File: src/rtl/lsu.sv
// lsu: load/store unit between the ALU and data memory.
//
// Takes the ALU result as the effective address for LB/LH/LW/LBU/LHU/SB/SH/SW.
// It then runs one request/acknowledge transaction to data memory. While that
// transaction is open, the unit stalls the core.
//
// Ports
//   i_clk, i_rst_n         clock, asynchronous active-low reset
//   i_valid, i_we          access request (held while o_stall), 1=store
//   i_funct3, i_addr       instruction funct3, effective address
//   i_st_data              rs2 value for stores
//   o_stall                combinational stall to the core
//   o_done, o_err          one-cycle completion pulse and status
//                          (00 ok, 01 misaligned, 10 illegal, 11 timeout)
//   o_ld_data              extended load result
//   o_mem_req/we/addr/be/wdata, i_mem_ack, i_mem_rdata   memory port
module lsu #(
    parameter int unsigned ACK_TIMEOUT = 255
) (
    input  logic        i_clk,
    input  logic        i_rst_n,
    input  logic        i_valid,
    input  logic        i_we,
    input  logic [2:0]  i_funct3,
    input  logic [31:0] i_addr,
    input  logic [31:0] i_st_data,
    output logic        o_stall,
    output logic        o_done,
    output logic [1:0]  o_err,
    output logic [31:0] o_ld_data,
    output logic        o_mem_req,
    output logic        o_mem_we,
    output logic [31:0] o_mem_addr,
    output logic [3:0]  o_mem_be,
    output logic [31:0] o_mem_wdata,
    input  logic        i_mem_ack,
    input  logic [31:0] i_mem_rdata
);

    typedef enum logic [1:0] {
        IDLE,
        BUSY,
        DONE
    } state_t;

    localparam logic [7:0] TMO_LAST = 8'(ACK_TIMEOUT - 1);

    state_t      state_q, state_d;
    logic [7:0]  tmo_q, tmo_d;
    logic        we_q;
    logic [2:0]  funct3_q;
    logic [1:0]  off_q;

    logic        is_illegal, is_misaligned;
    logic [3:0]  be_c;
    logic [31:0] wdata_c;
    logic [7:0]  byte_v;
    logic [15:0] half_v;
    logic [31:0] ld_ext;

    logic        capture;
    logic        req_d, done_d, ld_upd;
    logic [1:0]  err_d;
    logic [31:0] ld_d;

    // Request decode from the live core inputs.
    always_comb begin
        if (i_we)
            is_illegal = i_funct3[2] || (i_funct3[1:0] == 2'b11);
        else
            is_illegal = (i_funct3 == 3'b011) || (i_funct3[2:1] == 2'b11);

        is_misaligned = ((i_funct3[1:0] == 2'b01) && i_addr[0]) ||
                        ((i_funct3[1:0] == 2'b10) && (i_addr[1:0] != 2'b00));

        case (i_funct3[1:0])
            2'b00:   be_c = 4'b0001 << i_addr[1:0];
            2'b01:   be_c = i_addr[1] ? 4'b1100 : 4'b0011;
            default: be_c = 4'b1111;
        endcase

        wdata_c = '0;
        if (i_we) begin
            case (i_funct3[1:0])
                2'b00:   wdata_c = {4{i_st_data[7:0]}};
                2'b01:   wdata_c = {2{i_st_data[15:0]}};
                default: wdata_c = i_st_data;
            endcase
        end
    end

    // Load alignment and extension from the registered offset.
    always_comb begin
        byte_v = i_mem_rdata[{off_q, 3'b000} +: 8];
        half_v = i_mem_rdata[{off_q[1], 4'b0000} +: 16];
        case (funct3_q)
            3'b000:  ld_ext = {{24{byte_v[7]}}, byte_v};
            3'b001:  ld_ext = {{16{half_v[15]}}, half_v};
            3'b100:  ld_ext = {24'h0, byte_v};
            3'b101:  ld_ext = {16'h0, half_v};
            default: ld_ext = i_mem_rdata;
        endcase
    end

    assign o_stall = ((state_q == IDLE) && i_valid) || (state_q == BUSY);

    always_comb begin
        state_d = state_q;
        tmo_d   = tmo_q;
        capture = 1'b0;
        req_d   = o_mem_req;
        done_d  = 1'b0;
        err_d   = o_err;
        ld_upd  = 1'b0;
        ld_d    = '0;

        case (state_q)
            IDLE: begin
                if (i_valid) begin
                    capture = 1'b1;
                    if (is_illegal || is_misaligned) begin
                        state_d = DONE;
                        done_d  = 1'b1;
                        err_d   = is_illegal ? 2'b10 : 2'b01;
                        ld_upd  = 1'b1;
                    end else begin
                        state_d = BUSY;
                        req_d   = 1'b1;
                        tmo_d   = '0;
                    end
                end
            end
            BUSY: begin
                if (i_mem_ack) begin
                    state_d = DONE;
                    req_d   = 1'b0;
                    done_d  = 1'b1;
                    err_d   = 2'b00;
                    ld_upd  = 1'b1;
                    ld_d    = we_q ? '0 : ld_ext;
                end else if (tmo_q == TMO_LAST) begin
                    state_d = DONE;
                    req_d   = 1'b0;
                    done_d  = 1'b1;
                    err_d   = 2'b11;
                    ld_upd  = 1'b1;
                end else begin
                    tmo_d = tmo_q + 8'd1;
                end
            end
            default: state_d = IDLE;
        endcase
    end

    always_ff @(posedge i_clk or negedge i_rst_n) begin
        if (!i_rst_n) begin
            state_q     <= IDLE;
            tmo_q       <= '0;
            we_q        <= 1'b0;
            funct3_q    <= '0;
            off_q       <= '0;
            o_done      <= 1'b0;
            o_err       <= '0;
            o_ld_data   <= '0;
            o_mem_req   <= 1'b0;
            o_mem_we    <= 1'b0;
            o_mem_addr  <= '0;
            o_mem_be    <= '0;
            o_mem_wdata <= '0;
        end else begin
            state_q   <= state_d;
            tmo_q     <= tmo_d;
            o_mem_req <= req_d;
            o_done    <= done_d;
            o_err     <= err_d;
            if (ld_upd)
                o_ld_data <= ld_d;
            if (capture) begin
                we_q        <= i_we;
                funct3_q    <= i_funct3;
                off_q       <= i_addr[1:0];
                o_mem_we    <= i_we;
                o_mem_addr  <= {i_addr[31:2], 2'b00};
                o_mem_be    <= be_c;
                o_mem_wdata <= wdata_c;
            end
        end
    end

endmodule

File: config.mk
export PLATFORM = sky130hd
export DESIGN_NAME = lsu
export DESIGN_NICKNAME = d
export VERILOG_FILES = /design/src/rtl/lsu.sv
export SDC_FILE = /design/constraint.sdc
export NUM_CORES = 1
export LEC_CHECK = 0
export CORE_ASPECT_RATIO = 0.6
export CORE_MARGIN = 2
export CORE_UTILIZATION = 40
export DETAILED_ROUTE_END_ITERATION = 16
export GPL_TIMING_DRIVEN = 0
export MAX_ROUTING_LAYER = met4
export PLACE_DENSITY = 0.82
export REMOVE_ABC_BUFFERS = 1
export SLEW_MARGIN = 20
export SYNTH_ARGS = -nofsm -noshare
export SYNTH_HDL_FRONTEND = slang
export SYNTH_SLANG_ARGS = --single-unit
File: constraint.sdc
create_clock -name i_clk -period 1.86 [get_ports i_clk]
set_input_delay 0.372 -clock i_clk [delete_from_list [all_inputs] [get_ports i_clk]]
set_output_delay 0.372 -clock i_clk [all_outputs]
set_load 0.005 [all_outputs]
**Clock wiring as the flow saved it**

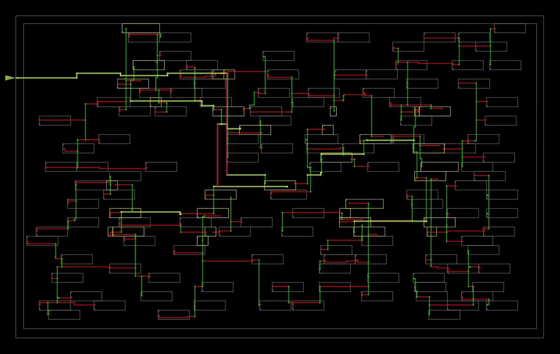
Latency at later pin: 0.40 ns
number of clock buffers in the layout: 19
power of the clock network: 3.35 mW
CTS Sinks: 118

==> CHANGELOG.md <==
## Flow update

* Outcome: complete, but fails checks
* Violated checks: setup timing
* Registers with the most flip-flops: o_ld_data: 32 flops, o_mem_wdata: 32 flops, o_mem_addr: 30 flops
* CP delay by family, top: AND-OR/OR-AND gates
* # Max-Cap Violations at 0
* #FFs+latches synth at 118
* Placeable core region at 13500 sq um
* Tcrit/Tclk final at 100%
* Cell area power density at 1150 nW/um^2
* Top cell types by occurrence after synthesis: 185 x sky130_fd_sc_hd__nand2_1, 118 x sky130_fd_sc_hd__dfrtp_1, 41 x sky130_fd_sc_hd__nor2_1, 38 x sky130_fd_sc_hd__o21ai_0, 32 x sky130_fd_sc_hd__a21oi_1
* Uppermost metal layer occupied by signal nets: met4
* Total number of sequential cells at 118
* Proportion of register bits with asynchronous set or reset after synthesis at 100%
* Final estimated routing congestion in global placement at 0.830
* Depth of the worst register-to-register path at 7
* Hold Crit Start: i_funct3[2]
* Post-route cell area at 8580 sq um
* Switching Share at 30.4%
* Number of antenna repair diodes at 1
* Chip area from the yosys synthesis statistics at 5490 sq um
* Sequential share of the synthesized area at 53.8%
* Global Route met3 Usage at 7.30%
* GRT Total Usage at 23.7%
* Commonest non-fill, non-tap cells in the layout: 198 x sky130_fd_sc_hd__clkdlybuf4s50_1, 184 x sky130_fd_sc_hd__nand2_1, 114 x sky130_fd_sc_hd__dfrtp_1
* Top area cell types: sky130_fd_sc_hd__dfrtp_1 54%, sky130_fd_sc_hd__nand2_1 13%, sky130_fd_sc_hd__mux2i_1 4.7%
* Measured slew at the worst slew-check pin at 0.716 ns
* Post-synth design cell area at 5490 sq um
* Tool warnings at 27
* Pin count of the biggest net entering global routing at 75
* Yosys stat cell total at 603
* Layout buffer count excluding clock buffers at 227
* DRT met1 WL at 7.99 mm
* Cell-internal power at 6.88 mW
* Post-synthesis cell type with the largest instance count: sky130_fd_sc_hd__nand2_1
* Avg Synthesized Cell Area at 9.11 sq um
* HPWL Detailed at 10.8 mm
* Final Critical Period at 1.86 ns
* Final Instance Count excl. Fillers at 1000
* Filler cell count at 1108
* Worst setup SP type: flip-flop
* Proportion of final cell area spent on non-clock buffers at 26.7%
* Combinational power at 2.99 mW
* Share of the core filled with cells in the final layout at 63.3%
* Final setup violation count at 1
* Number of buffer cells added on primary ports at 207
* Initial antenna violation count at 1
* Biggest consumer: registers
* Clk cell area share at 7.06%
* Setup repair after global routing missed its margin: true
* Clk_skew at 0.0124 ns
* Switching Power at 3.01 mW
* Share of layout cells above drive strength 1 at 11.0%
* Worst Hold Path Cells at 3
* N_taps at 175
* CTS tree: done
* Final worst-path setup slack at -0.0000187 ns
* Largest incremental delay on the critical path at 0.39 ns
* Worst-path clk slew at 0.06 ns
* Primary flip-flop cell chosen by synthesis mapping: sky130_fd_sc_hd__dfrtp_1
* Arithmetic-cell share of the synthesized area counting full adders, half adders and majority gates at 0.456%
* Std cell rows at 33
* Global routing usage on met2 at 33.6%
* Multi-input logic portion of the cell area at 28.4%
* Fraction of power consumed by the clock network at 33.9%
* Tally of yosys warning messages at 0
* Flop share of the area at 34.5%
* Critical path destination: tmo_q[7]$_DFFE_PN0P_
* Vias/cell at 5.16
**The metal 3 layer**

(3 px per um)
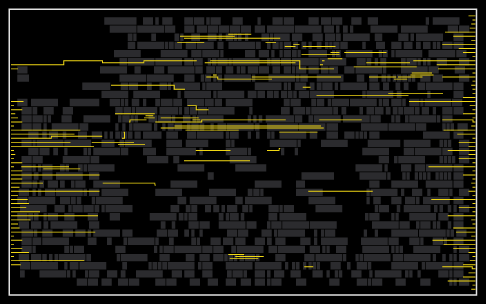
The wires run mostly horizontal. The longest straight run is 54.1 um. The layer carries 1540 um of wire.

No activity file was given, so power comes from the tool's default toggle rates.
